==> config.mk <==
export PLATFORM = sky130hd
export DESIGN_NAME = bus_router_flat
export DESIGN_NICKNAME = d
export VERILOG_FILES = /design/src/rtl/bus_router_pkg.sv /design/src/rtl/bus_router_if.sv /design/src/rtl/bus_router_onehot_encoder.sv /design/src/rtl/bus_router.sv /design/src/flat_wrapper.sv
export SDC_FILE = /design/constraint.sdc
export NUM_CORES = 1
export LEC_CHECK = 0
export CAP_MARGIN = 20
export CORE_AREA = 2 2 244 246
export DETAILED_ROUTE_END_ITERATION = 6
export DIE_AREA = 0 0 246 248
export SKIP_LAST_GASP = 1
export SYNTH_ARGS = -nofsm -noshare
export SYNTH_HDL_FRONTEND = slang
export SYNTH_SLANG_ARGS = --single-unit
==> constraint.sdc <==
create_clock -name i_clk -period 2.5 [get_ports i_clk]
set_input_delay 0.75 -clock i_clk [delete_from_list [all_inputs] [get_ports i_clk]]
set_output_delay 0.75 -clock i_clk [all_outputs]
set_load 0.005 [all_outputs]
Run 1, metal 4:
Supply wires on this layer in gray.
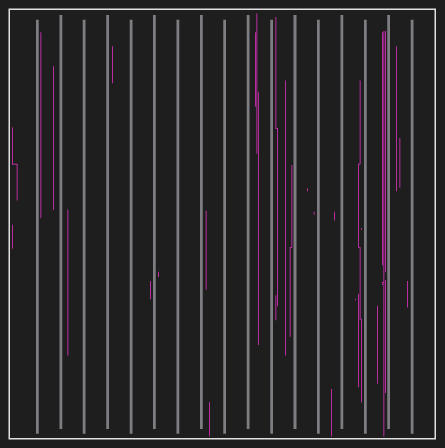
The layer carries 2170 microns of wire. The wires run mostly vertical.
via count: 11491
DRT Wirelength: 64.9 mm

Run 1, clock routing:
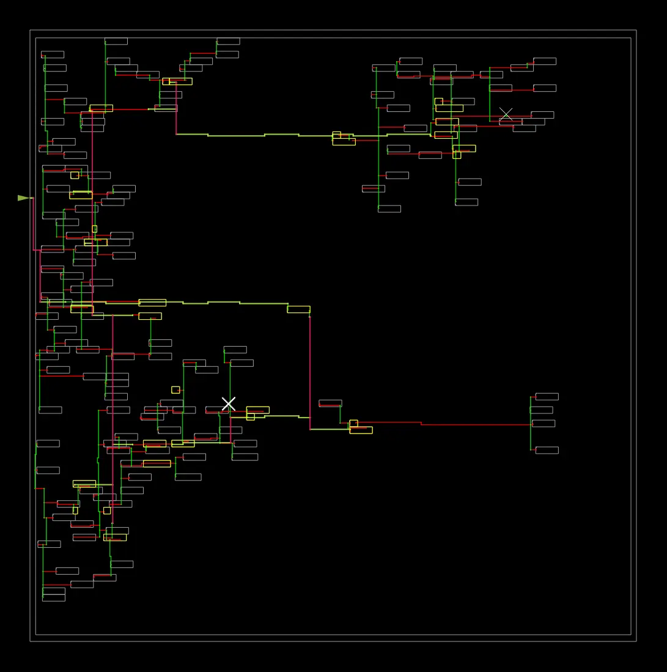
clock latency on the worst-skew pair: 0.47 ns
number of CTS-inserted buffers: 17

Run 1, signal wires by layer:
Two of the layers only.
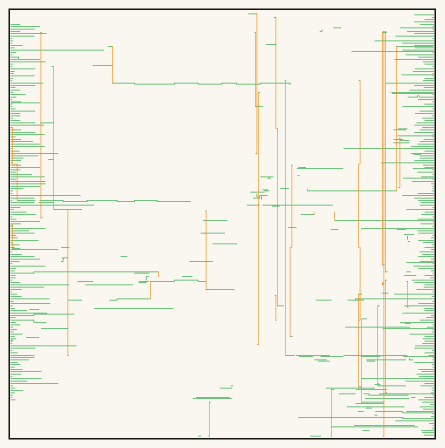
Green shows M3, wire length 4860 microns. Orange shows M4, wire length 2170 microns.
Wirelength per Cell: 25.5 microns
GR Util All Layers: 0.205

Run 1, met1 routing:
Supply wires on this layer in gray.
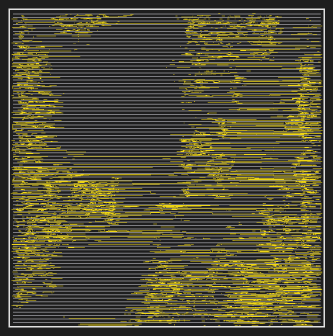
1999 nets have wire on it. The longest straight run is 116 microns. The layer holds 37% of the routed length.
met1 global-route usage: 0.219

==> flow_summary.ini, run 1 <==
; generated from flow reports
[cts]
cts_max_level = 4

[outcome]
status = complete, but fails checks
violations = DRC

[power_and_ir_drop]
p_per_area_nw_per_um2 = 426
leakage_nw = 7.22

[logic_synthesis]
adder_share = 0.00658
synth_area_sq_um = 9130
synth-simple-area-share = 0.178
area_leaders = dfrtp_1 (36%), nand2_1 (11%), mux4_2 (6.4%), a22oi_1 (5.1%), o221ai_1 (3.9%)
aoi_share = 0.264
logic_family = AND-OR/OR-AND gates
synth.distinct_cells = 69
ys_top_cells_by_count = nand2_1 (262), dfrtp_1 (133), a22oi_1 (62), a21oi_1 (58), nor2_1 (56)
mux_share = 0.120
yosysTopAreaCell = dfrtp_1

[final_layout]
layoutNonFillerInstCount = 2545
fin_nets = 2270

[critical_path]
r2r_setup_slack_ns = 0.09
path_depth = 9
crit_chain = clkdlybuf4s50_1 -> maj3_1 -> o211ai_1 -> nand2_1 -> nor4_2 -> buf_4 -> o211ai_2 -> buf_4 -> o22ai_1

[final_timing]
final_hold_viol_count = 0
setup_viol = 0
slew_headroom = 0.547

[die]
fp.coreArea_sq_um = 58500
die_area_sq_um = 61000

[routing]
ant_nets = 0
drc = 7
via_per_inst = 4.52

[job]
warnings = 31
[run 1: placed cells by master, fill, tap and decap left out, types with 10 or more instances in the layout]
master / n
nand2_1: 261
buf_12: 18
a31oi_1: 20
nor2_1: 52
mux2_2: 21
o22ai_2: 10
mux2i_1: 24
a21oi_1: 57
buf_4: 131
a22oi_1: 59
clkdlybuf4s50_1: 625
o221ai_1: 41
mux4_2: 26
dfrtp_1: 130
o21ai_0: 24
inv_1: 36
o22ai_1: 16
clkbuf_16: 18
a32oi_1: 12
[run 1: report_power, final]
group	switching [W]	leakage [nW]	internal (W)
Clock	0.00110	0.290	0.00157
Sequential	0.000171	1.72	0.00240
Combinational	0.000951	5.21	0.00151
Total	0.00223	7.22	0.00548
[run 1: logic make-up after synthesis]
family / after synthesis
and+or+nand+nor: 381
DFF: 133
adders and majority gates: 5
muxes: 74
AOI/OAI and AO/OA: 321
buffers and inverters: 127
[run 1: final cells by class]
cell class | count | area, sq um
Antenna cell | 8 | 20.0
Clock buffer | 17 | 425
Timing Repair Buffer | 781 | 7690
Clock inverter | 14 | 176
Sequential cell | 133 | 3340
Fill cell | 6105 | 40400
Tap cell | 773 | 967
Inverter | 37 | 143
Multi-Input combinational cell | 782 | 5330
[run 1: per-stage QoR]
step | hold slack, ns | TNS, ns
floorplan | 0.449 | 0
global placement | 0.458 | -17.27
detailed placement | 0.462 | -18.60
CTS | 0.194 | -0.0384
global route | 0.227 | -0.0322
finish | 0.220 | 0
[run 1: routing by layer]
metal,GRT usage,wire length (microns),vias up
met5,0,78,-
met4,0.0761,2170,12
met3,0.0534,4860,77
met2,0.384,33900,579
met1,0.219,23900,5547
li1,-,-,5276
Run 1, zoomed window:
The bar under the picture is 10 microns long. Window x 108 to 138, y 109 to 139 microns. Cells in gray, sequential cells in the stronger gray; small squares are vias.
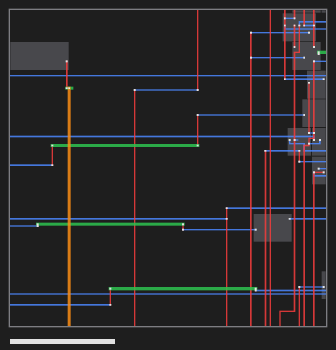

==> run 2: changes to the inputs <==
--- a/config.mk
+++ b/config.mk
@@ -5,10 +5,10 @@
 export SDC_FILE = /design/constraint.sdc
 export NUM_CORES = 1
 export LEC_CHECK = 0
-export CAP_MARGIN = 20
-export CORE_AREA = 2 2 244 246
+export CORE_AREA = 2 2 248 250
+export CTS_BUF_LIST = sky130_fd_sc_hd__clkbuf_4
 export DETAILED_ROUTE_END_ITERATION = 6
-export DIE_AREA = 0 0 246 248
+export DIE_AREA = 0 0 250 252
 export SKIP_LAST_GASP = 1
 export SYNTH_ARGS = -nofsm -noshare
 export SYNTH_HDL_FRONTEND = slang
Run 2, zoomed window:
The bar under the picture is 10 microns long. Window x 110 to 140, y 111 to 141 microns. Cells in gray, sequential cells in the stronger gray; small squares are vias.
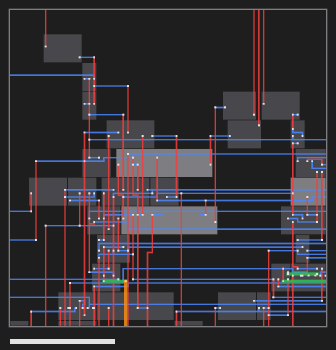
Orange shows M4. Blue shows M1. Green shows M3. Red shows M2.
27 logic cells have their middle in the window. Most frequent: nand2_1 (4), clkdlybuf4s50_1 (4). Sequential cells in the window: 2.

==> run 2 against run 1 <==
The run now ends clean. Clock skew fell by 0.0030 ns. Combinational power shrank 2%. Sequential power hardly changed. Utilization down 1.5 points. Synthesized area stayed put. Final cell count rose by 0.43%. Synthesized cell count is the same. Via count grew 0.30%. Global-route usage shrank 0.67 points. Largest cell class unchanged. Largest power group is now registers.
==> flow_summary.ini, run 2 <==
; generated from flow reports
[outcome]
status = finished clean

[final_layout]
most-common-layout-cells = clkdlybuf4s50_1 (604), nand2_1 (261), dfrtp_1 (129)
area_growth_pct = 94.1
drive_above_1_share = 0.161
fin_nets = 2265
final_common_cell = clkdlybuf4s50_1

[logic_synthesis]
synthesis.nets = 1559
synth.distinct_cells = 69
ys_top_cells_by_count = nand2_1 (262), dfrtp_1 (133), a22oi_1 (62), a21oi_1 (58), nor2_1 (56)
synthFlopType = dfrtp_1
synth_area_sq_um = 9130
yosysTopAreaCell = dfrtp_1

[routing]
wire_per_inst_microns = 25.1
dr.max_layer_used = met5
initialDrtViolationCount = 633
drc = 0
ant_nets = 0
routed-wl-met3_mm = 5.79
via_per_inst = 4.51
m1WireLength_mm = 23.0

[power_and_ir_drop]
p_per_area_nw_per_um2 = 372
leakage_nw = 7.16

[cts]
cts-buffers-inserted = 17
cts_max_level = 4
cts.sinks = 133
clk-insertion-delay-late_ns = 0.68

[critical_path]
r2r_setup_slack_ns = 0.04
crit_chain = buf_12 -> buf_4 -> mux4_2 -> a22oi_2 -> nor2_1 -> o221ai_1 -> buf_4 -> a21oi_1

[final_timing]
rsz0062_at_grt = true
final_hold_viol_count = 0
fin_crit_ns = 2.46

[die]
fp.coreArea_sq_um = 60100

[global_route]
grt_pass1_wl_mm = 88.3
grtUsageTotal = 0.198
Run 2, signal wires by layer:
Two of the layers only.
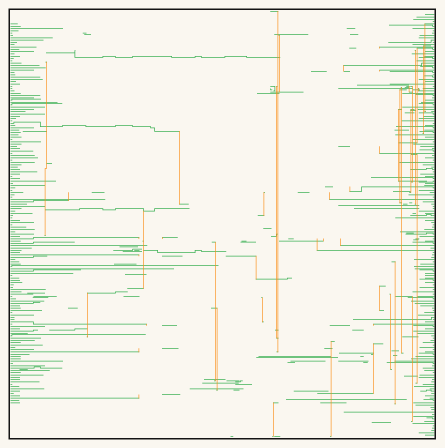
Green shows M3, wire length 5790 microns. Orange shows M4, wire length 1890 microns.
via count: 11525
DRT Wirelength: 64.2 mm

==> run 2: through the flow <==
step	setup TNS (ns)	std cells
final	0	2556
after global routing	-0.332	2550
after CTS	-0.207	2533
after detailed placement	-23.72	2493
after global placement	-22.66	2493
after floorplan	0	1041
==> run 2: final cells by class <==
type	instances	area [sq um]	share of cell area
Tap cell	782	978	0.0552
Clock buffer	18	135	0.00762
Clock inverter	14	166	0.00939
Antenna cell	14	35.0	0.00198
Inverter	37	139	0.00784
Sequential cell	133	3340	0.188
Timing Repair Buffer	776	7590	0.428
Multi-Input combinational cell	782	5340	0.301
==> run 2: layer usage <==
metal  GRT usage  vias to the layer above
met2       0.368                      559
met3      0.0732                       98
met1       0.204                     5555
li1            -                     5283
met4      0.0688                       30
met5           0                        -
==> run 2: worst max-delay path: cells and delay by family (launching register included) <==
family / cells / cell delay, ns
AND-OR/OR-AND: 3 / 0.53
AND/OR/NAND/NOR: 1 / 0.07
buffers and inverters: 3 / 0.63
multiplexers: 1 / 0.54
flip-flops: 1 / 0.55
==> run 2: what timing repair did <==
item | 4_1_cts | 5_1_grt
setup endpoints to repair | 48 | 58
hold buffers | 1 | 0
buffers inserted | 6 | 9
pin swaps | 3 | 5
gates resized | 36 | 16
gates cloned | 1 | 0
endpoints found under the hold margin | 44 | 0
==> run 2: cells by family after synthesis <==
family / synth area share
AND/OR/NAND/NOR: 0.178
multiplexers: 0.120
flip-flops: 0.365
buffers and inverters: 0.0669
AND-OR/OR-AND: 0.264
adder cells (fa/ha/maj): 0.00658
==> run 2: report_power, final <==
group / switching, W / internal [W]
sequential: 0.000151 / 0.00239
clock: 0.00100 / 0.000632
combinational: 0.000927 / 0.00149
total: 0.00208 / 0.00451
Power and IR drop assume default switching activity.
